Figure 1. Pin map.
Scale: 6 px per um. Pins as bars across the die edge, other pins in grey.
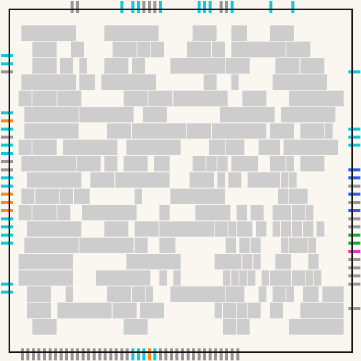
Figure 2. Placement density heat map.
Scale: 6 px per um. 11 x 11 tiles, from black (low) to pale yellow (high), 0 to 100% covered.
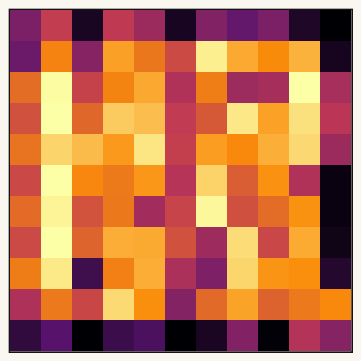
Figure 3. Clock routing.
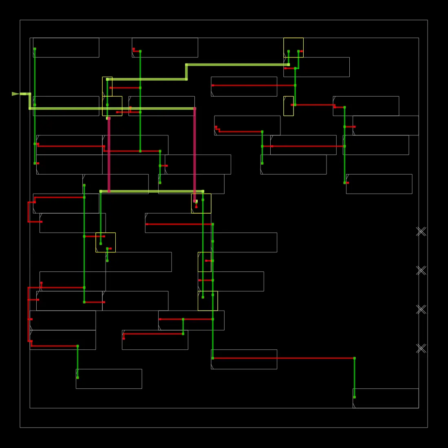
## src/rtl/alu_control_fsm.sv

```systemverilog
// -----------------------------------------------------------------------------
// alu_control_fsm
//
// Multicycle control unit for a small RV32I subset (R-type ALU, I-type ALU,
// LW, SW, BEQ/BNE). It fetches an instruction over a valid handshake, latches
// it into an internal instruction register, decodes it and then steps through
// EXECUTE / MEM / WB, producing the control strobes for the regfile, immgen,
// ALU, data memory and PC.
//
// All outputs are decoded from the state register and the instruction
// register. The only exceptions are ir_load, which follows instr_valid during
// FETCH, and the SW/branch pc_write strobes, which depend on mem_ready and
// alu_result[0] in the cycle they are taken. Because the decode is
// combinational on registered state, an asynchronous reset clears every
// output immediately.
//
// Ports
//   clk              in   1    clock, rising edge
//   rst_n            in   1    asynchronous active-low reset
//   instr            in   32   instruction word from instruction memory
//   instr_valid      in   1    instr valid; sampled only in FETCH
//   mem_ready        in   1    data memory finished the current access
//   alu_result       in   N    ALU output; bit 0 resolves branches
//   instr_req        out  1    request instruction at current PC
//   ir_load          out  1    datapath latches instr (1-cycle pulse)
//   rs1, rs2, rd     out  5    register indices of the latched instruction
//   imm_sel          out  2    0=I, 1=S, 2=B immediate format
//   alu_instruction  out  OPW  ALU operation code (ALU_* below)
//   alusrc           out  1    1 = immediate second operand
//   mem_read         out  1    data read, held until mem_ready
//   mem_write        out  1    data write, held until mem_ready
//   reg_write        out  1    regfile write enable (1-cycle pulse)
//   wb_src           out  1    0 = ALU result, 1 = load data
//   pc_write         out  1    PC update, one pulse per retired instruction
//   pc_src           out  1    0 = PC+4, 1 = PC+B-immediate
//   illegal          out  1    sticky: unsupported encoding decoded
// -----------------------------------------------------------------------------
module alu_control_fsm #(
   parameter int N   = 32,
   parameter int OPW = 4
) (
   input  logic           clk,
   input  logic           rst_n,
   input  logic [31:0]    instr,
   input  logic           instr_valid,
   input  logic           mem_ready,
   input  logic [N-1:0]   alu_result,
   output logic           instr_req,
   output logic           ir_load,
   output logic [4:0]     rs1,
   output logic [4:0]     rs2,
   output logic [4:0]     rd,
   output logic [1:0]     imm_sel,
   output logic [OPW-1:0] alu_instruction,
   output logic           alusrc,
   output logic           mem_read,
   output logic           mem_write,
   output logic           reg_write,
   output logic           wb_src,
   output logic           pc_write,
   output logic           pc_src,
   output logic           illegal
);

   // ALU operation codes shared with the ALU
   localparam logic [OPW-1:0] ALU_ADD  = OPW'(4'd0);
   localparam logic [OPW-1:0] ALU_SUB  = OPW'(4'd1);
   localparam logic [OPW-1:0] ALU_AND  = OPW'(4'd2);
   localparam logic [OPW-1:0] ALU_OR   = OPW'(4'd3);
   localparam logic [OPW-1:0] ALU_XOR  = OPW'(4'd4);
   localparam logic [OPW-1:0] ALU_SLT  = OPW'(4'd5);
   localparam logic [OPW-1:0] ALU_SLTU = OPW'(4'd6);
   localparam logic [OPW-1:0] ALU_SLL  = OPW'(4'd7);
   localparam logic [OPW-1:0] ALU_SRL  = OPW'(4'd8);
   localparam logic [OPW-1:0] ALU_SRA  = OPW'(4'd9);
   localparam logic [OPW-1:0] ALU_EQ   = OPW'(4'd10);

   // FSM state encoding
   localparam logic [2:0] S_IDLE    = 3'd0;
   localparam logic [2:0] S_FETCH   = 3'd1;
   localparam logic [2:0] S_DECODE  = 3'd2;
   localparam logic [2:0] S_EXECUTE = 3'd3;
   localparam logic [2:0] S_MEM     = 3'd4;
   localparam logic [2:0] S_WB      = 3'd5;
   localparam logic [2:0] S_TRAP    = 3'd6;

   // Supported major opcodes
   localparam logic [6:0] OP_R  = 7'b0110011;
   localparam logic [6:0] OP_I  = 7'b0010011;
   localparam logic [6:0] OP_LW = 7'b0000011;
   localparam logic [6:0] OP_SW = 7'b0100011;
   localparam logic [6:0] OP_BR = 7'b1100011;

   // Immediate format selects
   localparam logic [1:0] IMM_I = 2'd0;
   localparam logic [1:0] IMM_S = 2'd1;
   localparam logic [1:0] IMM_B = 2'd2;

   logic [2:0]     state_q;
   logic [2:0]     state_d;
   logic [31:0]    ir_q;
   logic [31:0]    ir_d;

   logic [6:0]     opcode_s;
   logic [2:0]     funct3_s;
   logic [6:0]     funct7_s;
   logic           is_r_s;
   logic           is_i_s;
   logic           is_lw_s;
   logic           is_sw_s;
   logic           is_br_s;
   logic           legal_s;
   logic [OPW-1:0] alu_op_s;
   logic           alusrc_s;
   logic [1:0]     imm_sel_s;
   logic           unused_s;

   // ALU code for register/immediate arithmetic. funct7[5] selects SUB only
   // for R-type (for I-type that bit is part of the immediate), but selects
   // SRA for both R and I shifts because SRAI encodes it in the same place.
   function automatic logic [OPW-1:0] arith_op_f(
      input logic [2:0] f3,
      input logic       f7b5,
      input logic       is_r
   );
      logic [OPW-1:0] op;
      case (f3)
         3'b000:  op = (is_r && f7b5) ? ALU_SUB : ALU_ADD;
         3'b111:  op = ALU_AND;
         3'b110:  op = ALU_OR;
         3'b100:  op = ALU_XOR;
         3'b010:  op = ALU_SLT;
         3'b011:  op = ALU_SLTU;
         3'b001:  op = ALU_SLL;
         3'b101:  op = f7b5 ? ALU_SRA : ALU_SRL;
         default: op = ALU_ADD;
      endcase
      return op;
   endfunction

   assign opcode_s = ir_q[6:0];
   assign funct3_s = ir_q[14:12];
   assign funct7_s = ir_q[31:25];

   // Only bit 0 of the ALU result carries information for this unit
   assign unused_s = ^alu_result[N-1:1];

   // Instruction class decode of the latched instruction
   always_comb begin
      is_r_s  = 1'b0;
      is_i_s  = 1'b0;
      is_lw_s = 1'b0;
      is_sw_s = 1'b0;
      is_br_s = 1'b0;
      case (opcode_s)
         OP_R:    is_r_s  = (funct7_s == 7'b0000000) || (funct7_s == 7'b0100000);
         OP_I:    is_i_s  = 1'b1;
         OP_LW:   is_lw_s = (funct3_s == 3'b010);
         OP_SW:   is_sw_s = (funct3_s == 3'b010);
         OP_BR:   is_br_s = (funct3_s == 3'b000) || (funct3_s == 3'b001);
         default: is_r_s  = 1'b0;
      endcase
      legal_s = is_r_s | is_i_s | is_lw_s | is_sw_s | is_br_s;
   end

   // ALU operation, operand source and immediate format for the class
   always_comb begin
      alu_op_s  = ALU_ADD;
      alusrc_s  = 1'b0;
      imm_sel_s = IMM_I;
      if (is_r_s) begin
         alu_op_s = arith_op_f(funct3_s, funct7_s[5], 1'b1);
      end else if (is_i_s) begin
         alu_op_s = arith_op_f(funct3_s, funct7_s[5], 1'b0);
         alusrc_s = 1'b1;
      end else if (is_lw_s) begin
         alusrc_s = 1'b1;
      end else if (is_sw_s) begin
         alusrc_s  = 1'b1;
         imm_sel_s = IMM_S;
      end else if (is_br_s) begin
         alu_op_s  = ALU_EQ;
         imm_sel_s = IMM_B;
      end else begin
         alu_op_s = ALU_ADD;
      end
   end

   // Next-state and instruction-register update
   always_comb begin
      state_d = state_q;
      ir_d    = ir_q;
      case (state_q)
         S_IDLE: begin
            state_d = S_FETCH;
         end
         S_FETCH: begin
            if (instr_valid) begin
               ir_d    = instr;
               state_d = S_DECODE;
            end else begin
               state_d = S_FETCH;
            end
         end
         S_DECODE: begin
            if (legal_s) begin
               state_d = S_EXECUTE;
            end else begin
               state_d = S_TRAP;
            end
         end
         S_EXECUTE: begin
            if (is_r_s || is_i_s) begin
               state_d = S_WB;
            end else if (is_lw_s || is_sw_s) begin
               state_d = S_MEM;
            end else begin
               // branch resolves and retires here
               state_d = S_FETCH;
            end
         end
         S_MEM: begin
            if (!mem_ready) begin
               state_d = S_MEM;
            end else if (is_lw_s) begin
               state_d = S_WB;
            end else begin
               state_d = S_FETCH;
            end
         end
         S_WB: begin
            state_d = S_FETCH;
         end
         S_TRAP: begin
            state_d = S_TRAP;
         end
         default: begin
            state_d = S_IDLE;
         end
      endcase
   end

   // State and instruction registers
   always_ff @(posedge clk or negedge rst_n) begin
      if (!rst_n) begin
         state_q <= S_IDLE;
         ir_q    <= 32'd0;
      end else begin
         state_q <= state_d;
         ir_q    <= ir_d;
      end
   end

   // Moore output decode of state and instruction register
   always_comb begin
      instr_req       = 1'b0;
      ir_load         = 1'b0;
      rs1             = 5'd0;
      rs2             = 5'd0;
      rd              = 5'd0;
      imm_sel         = IMM_I;
      alu_instruction = ALU_ADD;
      alusrc          = 1'b0;
      mem_read        = 1'b0;
      mem_write       = 1'b0;
      reg_write       = 1'b0;
      wb_src          = 1'b0;
      pc_write        = 1'b0;
      pc_src          = 1'b0;
      illegal         = 1'b0;
      case (state_q)
         S_FETCH: begin
            instr_req = 1'b1;
            ir_load   = instr_valid;
         end
         S_DECODE: begin
            rs1     = ir_q[19:15];
            rs2     = ir_q[24:20];
            rd      = ir_q[11:7];
            imm_sel = imm_sel_s;
         end
         S_EXECUTE: begin
            rs1             = ir_q[19:15];
            rs2             = ir_q[24:20];
            rd              = ir_q[11:7];
            imm_sel         = imm_sel_s;
            alu_instruction = alu_op_s;
            alusrc          = alusrc_s;
            if (is_br_s) begin
               // BNE (funct3[0]=1) is taken when the equality compare fails
               pc_write = 1'b1;
               pc_src   = alu_result[0] ^ funct3_s[0];
            end else begin
               pc_write = 1'b0;
               pc_src   = 1'b0;
            end
         end
         S_MEM: begin
            rs1             = ir_q[19:15];
            rs2             = ir_q[24:20];
            rd              = ir_q[11:7];
            imm_sel         = imm_sel_s;
            alu_instruction = alu_op_s;
            alusrc          = alusrc_s;
            mem_read        = is_lw_s;
            mem_write       = is_sw_s;
            if (is_sw_s && mem_ready) begin
               // a store has no writeback, so it retires on completion
               pc_write = 1'b1;
            end else begin
               pc_write = 1'b0;
            end
         end
         S_WB: begin
            rs1       = ir_q[19:15];
            rs2       = ir_q[24:20];
            rd        = ir_q[11:7];
            reg_write = 1'b1;
            wb_src    = is_lw_s;
            pc_write  = 1'b1;
         end
         S_TRAP: begin
            illegal = 1'b1;
         end
         default: begin
            instr_req = 1'b0;
         end
      endcase
   end

endmodule

```

## config.mk

```make
export PLATFORM = sky130hd
export DESIGN_NAME = alu_control_fsm
export DESIGN_NICKNAME = d
export VERILOG_FILES = /design/src/rtl/alu_control_fsm.sv
export SDC_FILE = /design/constraint.sdc
export NUM_CORES = 1
export LEC_CHECK = 0
export CAP_MARGIN = 20
export CORE_UTILIZATION = 60
export DETAILED_ROUTE_END_ITERATION = 6
export DONT_BUFFER_PORTS = 1
export GPL_TIMING_DRIVEN = 0
export MAX_ROUTING_LAYER = met4
export PLACE_DENSITY_LB_ADDON = 0.05
export SETUP_SLACK_MARGIN = 0.1
export SYNTH_ARGS = -nofsm -noshare
export SYNTH_HDL_FRONTEND = slang
export SYNTH_SLANG_ARGS = --single-unit
```

## constraint.sdc

```tcl
create_clock -name clk -period 5.2 [get_ports clk]
set_clock_uncertainty 0.2 [all_clocks]
set_input_delay 0.52 -clock clk [delete_from_list [all_inputs] [get_ports clk]]
set_output_delay 0.52 -clock clk [all_outputs]
set_load 0.01 [all_outputs]
```

==> impl.org <==
#+TITLE: Implementation results

** Detailed routing
- Routed metal-1 wirelength :: 1420 um
- The script parses the final routing iteration and logs DRC violations as 8.
- Average wire length per cell after detail routing :: 17.0 um
- Drt via density :: between 6 and 7
- Number of DRC markers in iteration 0 :: between 60 and 70
- The count of nets left with antenna violations once routing finished came out at 0.
- In the detailed route, the total length drawn on met3 is about 320 um.
- Routed WL :: 3390 um

** Power
- Clock network fraction of design power :: 0.119
- Leakage :: 0.800 nW
- Power density over the cells :: 593 nW/um2
- Power attributed to combinational cells is 499 uW.
- Proportion of power drawn by flip-flops and latches :: 0.444
- The script computed the net switching share of total power as 0.397.
- Reported sequential group power :: between 500 and 600 uW
- The internal portion of the total power is 688 uW.

** STA
- Max-slew violation total from the final report :: 0
- Number of setup violations in the final report :: 0
- Looking at the max-slew report, the worst-margin pin has a slew of 502 ps.
- Clock period minus worst slack :: 2730 ps
- Hold is met by 120 ps.

** Synthesis
- The chip area line in the Yosys stat output reads 1810 um2.
- Post-synthesis sequential area ratio :: 0.484
- Of the total synthesized cell area, the portion taken by full adders, half adders and majority gates is 0.00692.
- Most instantiated flip-flop cell in the synthesis netlist :: sky130_fd_sc_hd__dfrtp_1
- Yosys warning total :: 0
- The portion of synthesized area spent on multiplexers is 0.206.
- Among all cell types in the netlist, the one instantiated most often is sky130_fd_sc_hd__dfrtp_1.
- Synthesized net count :: about 230
- Post-synthesis cell type with the largest combined area :: sky130_fd_sc_hd__dfrtp_1
- Main area contributors :: sky130_fd_sc_hd__dfrtp_1 (48%), sky130_fd_sc_hd__mux2_1 (20%), sky130_fd_sc_hd__nor2b_1 (6.2%)
- Number of flops mapped to enable cells by yosys :: 0
- The cell count after synthesis came out at 158.
- The commonest cells after synthesis are sky130_fd_sc_hd__dfrtp_1 (35), sky130_fd_sc_hd__mux2_1 (32), sky130_fd_sc_hd__nor2b_1 (18).
- Synth logic family :: simple AND/OR/NAND/NOR gates
- The mapped netlist covers 1810 um2.
- Mean instance size in the synthesized netlist :: between 10 and 15 um2
- Of the total synthesized cell area, the portion taken by XOR and XNOR cells is 0.00969.

** Setup path
- Cell count of the worst reg-to-reg path :: 5
- Cell family with most CP delay :: simple AND/OR/NAND/NOR gates
- Worst Path Arrival :: roughly 2000 ps
- The critical path is of the flip-flop to output pin type.
- Worst setup path startpoint :: ir_q[12]
- Per STA, the worst path is made up of nor3b_1, and4_1, nand2_1, a31oi_1.
- The required time at the worst endpoint is listed as 4480 ps.
- The timing report gives the worst reg2reg path a setup slack of 3290 ps.
- STA classifies the critical path startpoint as a flip-flop.

** Place
- Worst slack at placement :: around 2900 ps
- The placement summary gives the final routability congestion estimate as 0.874.
- Cell Area, Placed :: 1850 um2

** Clock network
- Number of post-CTS setup repair buffers :: 0
- Worst-path clk slew :: 100 ps
- TritonCTS built the clock tree.
- CTS H-Tree Depth :: 2
- Hold-fix buffers at CTS :: 2
- Post-CTS repair ended up resizing 0 cells.

** Layout
- For this run, the script counts the antenna cells in the layout as 0.
- According to the finish report, the design has a final net count of 236.
- Measured on the final layout, buffering overhead outside the clock network stands at 0.0396.
- In the final layout, the multi-input gates occupy between 800 and 900 um2.
- Commonest non-fill, non-tap cell in the layout :: sky130_fd_sc_hd__dfrtp_1
- Multi-input combinational area share :: 0.452
- For the completed layout, the total cell area is recorded as 1930 um2.
- Number of flip-flops in the largest register :: 32
- Of the total standard cell area in the layout, the sequential portion is 0.455.
- Per the final report, the share of cell area in clock cells is 0.0260.
- The register with the most flip-flops in the final layout is ir_q.
- Leaving out the clock tree, the finished layout contains an inverter count of 4.

** Global routing
- Fraction of met1 tracks used by global routing :: 0.272
- Per the GRT congestion report, total overflow comes to 0.
- The via count of the first global-routing pass came to ~1.2k.
- GR Util met2 :: 0.363
- The first global-routing pass estimated 5420 um of wire.
- Total global-route track usage over all layers is 0.236.

** Min path
- Along the worst hold path, the cell count comes to 1.
- End point of the most critical hold path :: ir_q[18]

** Status
- Run status :: finished with violations
- The final reports fail on DRC.

** Floorplan
- The chip occupies 3240 um2.
- Core Rows :: 19
- 99 I/O pins were placed.

** Job
- The number of warnings reported in the stage logs is 57.
Back to the opening pictures, Figure 1:
[`instr`] cyan | pins: 32 | direction: input | edge: 14 left, 10 top, 4 bottom, 4 right
[`pc_write`] magenta | pins: 1 | direction: output | edge: right
[`imm_sel`] green | pins: 2 | direction: output | edge: right
[`rs2`] orange | pins: 5 | direction: output | edge: 4 left, 1 bottom
[`alu_instruction`] blue | pins: 4 | direction: output | edge: right
all pins by edge: 40 bottom, 22 left, 20 right, 17 top
Die Y-Extent: 56.9 um
die span in x: 56.9 um

Back to the opening pictures, Figure 2:
mean over tiles: 58%
densest ninth of the die: middle left
tiles over 75% full: 33%
fullest tile: 100%
nearly empty tiles: 3.3%
Pre-Place Util: 0.645
post-layout util: 0.687

Back to the opening pictures, Figure 3:
# clock sinks: 35
Num CTS Buffers: 5
count of sequential standard cells: 35
Late-Pin Clk Latency: 320 ps
clock group power: 136 uW

Power is estimated from default activity; no workload was simulated.
